==> config.mk <==
export PLATFORM = sky130hd
export DESIGN_NAME = oam_dma_ctrl_flat
export DESIGN_NICKNAME = d
export VERILOG_FILES = /design/src/rtl/gb_bus_pkg.sv /design/src/rtl/oam_dma_ctrl_if.sv /design/src/rtl/gb_addr_region.sv /design/src/rtl/oam_dma_ctrl.sv /design/src/flat_wrapper.sv
export SDC_FILE = /design/constraint.sdc
export NUM_CORES = 1
export LEC_CHECK = 0
export CORE_MARGIN = 2
export CORE_UTILIZATION = 41
export DETAILED_ROUTE_END_ITERATION = 10
export PLACE_DENSITY_LB_ADDON = 0.2
export SLEW_MARGIN = 10
export SYNTH_ARGS = -nofsm -noshare
export SYNTH_HDL_FRONTEND = slang
export SYNTH_SLANG_ARGS = --single-unit
==> constraint.sdc <==
create_clock -name clk -period 2.7 [get_ports clk]
set_input_delay 0.54 -clock clk [delete_from_list [all_inputs] [get_ports clk]]
set_output_delay 0.54 -clock clk [all_outputs]
set_load 0.05 [all_outputs]
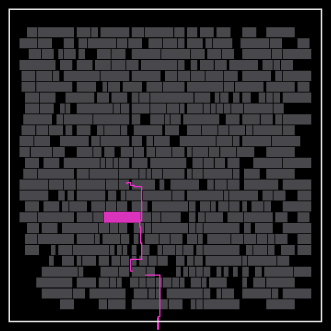
Figure 1: run 1, wires at chosen ports, followed through buffers.
Scale: 4 px per um.
magenta -> bus_dma_active  # direction output, end cells 1, wire 45.5 um
number of port buffers: 106
I/O pin total: 107

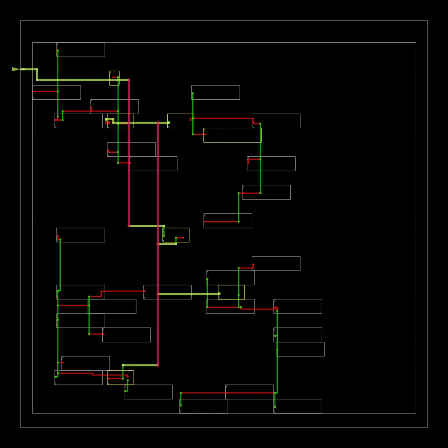
Figure 2: run 1, the clock network.
flop count: 29
# clk buffers: 5
Clock Sink Count: 29

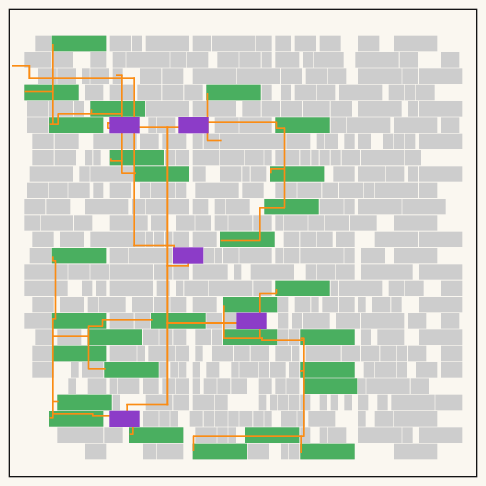
Figure 3: run 1, clock wires, drivers and flops.
Scale: 6 px per um.
green -> flip-flops  # count 29
purple -> clock-net drivers  # count 5
orange -> clock wires  # length 407 um
routed clock nets = 6
final worst clock skew: 0.00398 ns
clk ins delay skew pair: 0.29 ns
clock share of power: 34.2%
Clock group: 438 uW

==> flow_summary.yaml, run 1 <==
# generated from flow reports
yosys:
  ys_sh_xor_pct: 0.394
  synth-area-yosys_um2: 2220
  netlist_area_um2: 2220
  synth.most_common_cell: "a21oi_1"
  synth.top_cell.area_share_pct: 32.6
  async_flop_share_pct: 100
  synthCells: 273
power:
  leakagePower_nw: 2.02
  power_density_nw_per_um2: 289
  power_mw: 1.28
timing:
  finalSetupViolations: 0
  worst_slew_pin_slew_ns: 0.708
  timing_hold_violations_final: 0
  slew_viol_final: 0
  tns_ns: 0
  period_used_pct: 99.8
  setup_ws_ns: 0.00546
global_routing:
  grt_pass1_vias: 2787
  grt.total_usage_pct: 29.0
routing:
  routed_wl_um: 10200
  antenna_left: 0
  wl_per_cell_um: 21.4
  vias: 2892
  drc: 0
placement:
  placed_area_um2: 4090
  hpwlAfterDp_um: 6500
cts:
  clkTransAtPathRegs_ns: 0.06
  cts_buffers: 5
  cts_max_level: 2
  clock_path_buffers: 2
  cts-root-buf: "clkbuf_8"
finish:
  fin_area_um2: 4440
  num-nets-final: 457
die:
  core_um2: 5170
  die_w_um: 77.7
status:
  status: "complete, no violations"
worst_setup_path:
  path_depth: 7
  worst_path_max_delay_cell: "clkdlybuf4s50_1"
  cp.required_ns: 2.16
worst_hold_path:
  hold_depth: 1
==> run 1: power by group <==
| part | switching [mW] | internal (mW) | leakage, nW |
|---|---|---|---|
| Clock | 0.170 | 0.268 | 0.0540 |
| Combinational | 0.214 | 0.187 | 1.58 |
| Sequential | 0.00334 | 0.439 | 0.385 |
| Total | 0.387 | 0.894 | 2.02 |
==> run 1: placed cells by master (no fill, tap or decap), types with 2 or more instances in the layout <==
master,Yosys,final
buf_12,0,51
clkdlybuf4s50_1,0,35
buf_4,1,31
dfrtp_1,29,29
nand2_1,29,28
nand3_1,23,23
and2_4,0,18
a21oi_2,0,17
a21oi_1,33,16
mux2_2,16,16
inv_1,10,10
nor3_1,13,10
buf_6,0,10
o21ai_0,9,9
mux2i_1,9,8
dlymetal6s2s_1,0,8
nor2_2,0,6
nor2_1,12,6
ha_1,6,6
a2bb2oi_1,8,5
clkbuf_8,0,5
nand4_1,4,4
nand2_4,0,3
a2bb2oi_2,0,3
nand2b_1,3,3
nand3b_1,3,3
o21a_1,3,3
a31oi_1,3,3
dlygate4sd2_1,0,3
and2_1,20,2
nor3_2,0,2
a22oi_1,2,2
nor3b_1,2,2
nor2b_1,2,2
or3_1,2,2
nor4_1,2,2
==> run 1: per-layer routing <==
layer	vias to the layer above	share of wire [%]	GRT usage, %
li1	1244	-	-
met1	1400	36	33.4
met4	0	4.3	13.6
met3	43	8.7	7.56
met2	205	51	50.1
met5	-	0	0
==> run 1: final cells by class <==
cell class / instances / area (um2)
repair buffers: 140 / 1870
multi-input cells: 219 / 1610
fillers: 253 / 737
flip-flops and latches: 29 / 726
inverters: 10 / 37.5
well taps: 70 / 87.6
clock inverters: 2 / 35.0
clock buffers: 5 / 68.8
Figure 4. Cell classes on the final placement (run 1).
Scale: 4 px per um. Fill, decap, tap and diode cells in grey.
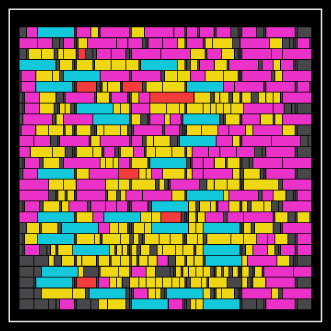

==> run 2: changes to the inputs <==
--- a/config.mk
+++ b/config.mk
@@ -5,8 +5,8 @@
 export SDC_FILE = /design/constraint.sdc
 export NUM_CORES = 1
 export LEC_CHECK = 0
-export CORE_MARGIN = 2
 export CORE_UTILIZATION = 41
+export CTS_BUF_LIST = sky130_fd_sc_hd__clkbuf_16
 export DETAILED_ROUTE_END_ITERATION = 10
 export PLACE_DENSITY_LB_ADDON = 0.2
 export SLEW_MARGIN = 10
==> constraint.sdc (replaced) <==
create_clock -name clk -period 2.95 [get_ports clk]
set_input_delay 0.59 -clock clk [delete_from_list [all_inputs] [get_ports clk]]
set_output_delay 0.59 -clock clk [all_outputs]
set_load 0.05 [all_outputs]
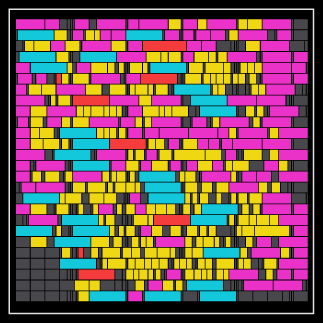
Figure 5: run 2, cell classes on the final placement.
Scale: 4 px per um. Fill, decap, tap and diode cells in grey.
cyan -> sequential cells  # cells 29, share of their area 18%
magenta -> remaining buffers and delay cells  # cells 121, share of their area 41%
red -> clock drivers and dummy loads  # cells 8, share of their area 4.0%
yellow -> remaining logic cells  # cells 228, share of their area 37%
core area: 5170 um2
Final Core Density: 80.9%
Cell Rows: 26
sequential cell area share: 17.3%

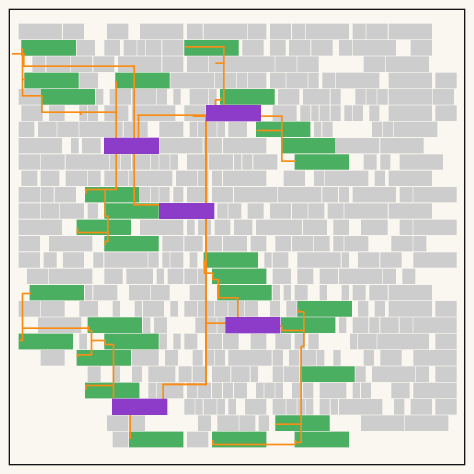
Figure 6: run 2, clock wires, drivers and flops.
Scale: 6 px per um.
orange -> clock wires  # length 392 um
purple -> clock-net drivers  # count 5
green -> flip-flops  # count 29
routed clock nets = 6
clk ins delay skew pair: 0.28 ns
Clock group: 561 uW

==> run 2 against run 1 <==
Power rose by 2.5%. First-iteration DRC count fell by 31%. Combinational power fell by 14%. Die area fell by 5.1%. Non-clock buffer count fell by 19. Highest routed layer unchanged.
==> flow_summary.yaml, run 2 <==
# generated from flow reports
status:
  status: "complete, no violations"
yosys:
  synth.most_common_cell: "a21oi_1"
  synthCells: 273
  async_flop_share_pct: 100
  synth-area-yosys_um2: 2220
  netlist_area_um2: 2220
  synth.top_cell.area_share_pct: 32.6
finish:
  register_area_um2: 726
  num-nets-final: 437
  fin_area_um2: 4190
  final_common_cell: "buf_12"
  fillerInstances: 312
  comb_area_um2: 1490
timing:
  tns_ns: 0
  period_used_pct: 96.8
  slew_viol_final: 0
  finalSetupViolations: 0
  worst_slew_pin_slew_ns: 0.683
  clock_skew_ns: 0.00311
  timing_hold_violations_final: 0
cts:
  cts-root-buf: "clkbuf_16"
  clkTransAtPathRegs_ns: 0.05
  cts_buffers: 5
  cts_sinks: 29
  clock_path_buffers: 2
global_routing:
  grt.total_usage_pct: 29.2
  grt_pass1_vias: 2520
routing:
  wl_per_cell_um: 17.6
  vias: 2597
  drc: 0
  routed_wl_um: 8020
power:
  power_mw: 1.31
  leakagePower_nw: 1.82
  power_density_nw_per_um2: 313
placement:
  placed_area_um2: 4010
  port_buffers: 106
die:
  ios: 107
## run 2: timing repair
action / in CTS / in global routing
resized: 0 / 4
hold buffers: 0 / 0
setup endpoints to repair: 0 / 9
## run 2: report_power, final
part	switching (mW)	internal, mW	leakage (nW)
sequential	0.00252	0.403	0.385
combinational	0.181	0.165	1.35
clock	0.170	0.391	0.0826
## run 2: kinds of logic after synthesis
family	count (synthesis)	share of synthesized area, %
XOR/XNOR	1	0.394
AND/OR/NAND/NOR	123	29.6
buffers and inverters	26	4.78
flip-flops	29	32.6
adder cells (fa/ha/maj)	6	3.37
multiplexers	25	12.1
AND-OR/OR-AND	63	17.1
## run 2: cell type report
type                            instances  share of cell area [%]
Timing Repair Buffer                  121                    40.3
Multi-Input combinational cell        218                    35.5
Sequential cell                        29                    17.3
Clock buffer                            5                    2.99
Tap cell                               70                    2.09
Clock inverter                          3                   0.897
Inverter                               10                   0.897
## run 2: per-layer routing
metal,GRT usage [%],vias up,share of wire [%]
met5,0,-,0
met4,12.8,0,2.0
met3,5.95,18,7.3
met2,50.9,134,51
met1,34.9,1235,40
li1,-,1210,-
## run 2: worst max-delay path, cell delays in order
cell and delay, ns:
clkdlybuf4s50_1 0.49, nor4b_4 0.37, nand2_4 0.19, mux2i_1 0.17
a2bb2oi_1 0.21, buf_4 0.23
Power and IR drop assume default switching activity.
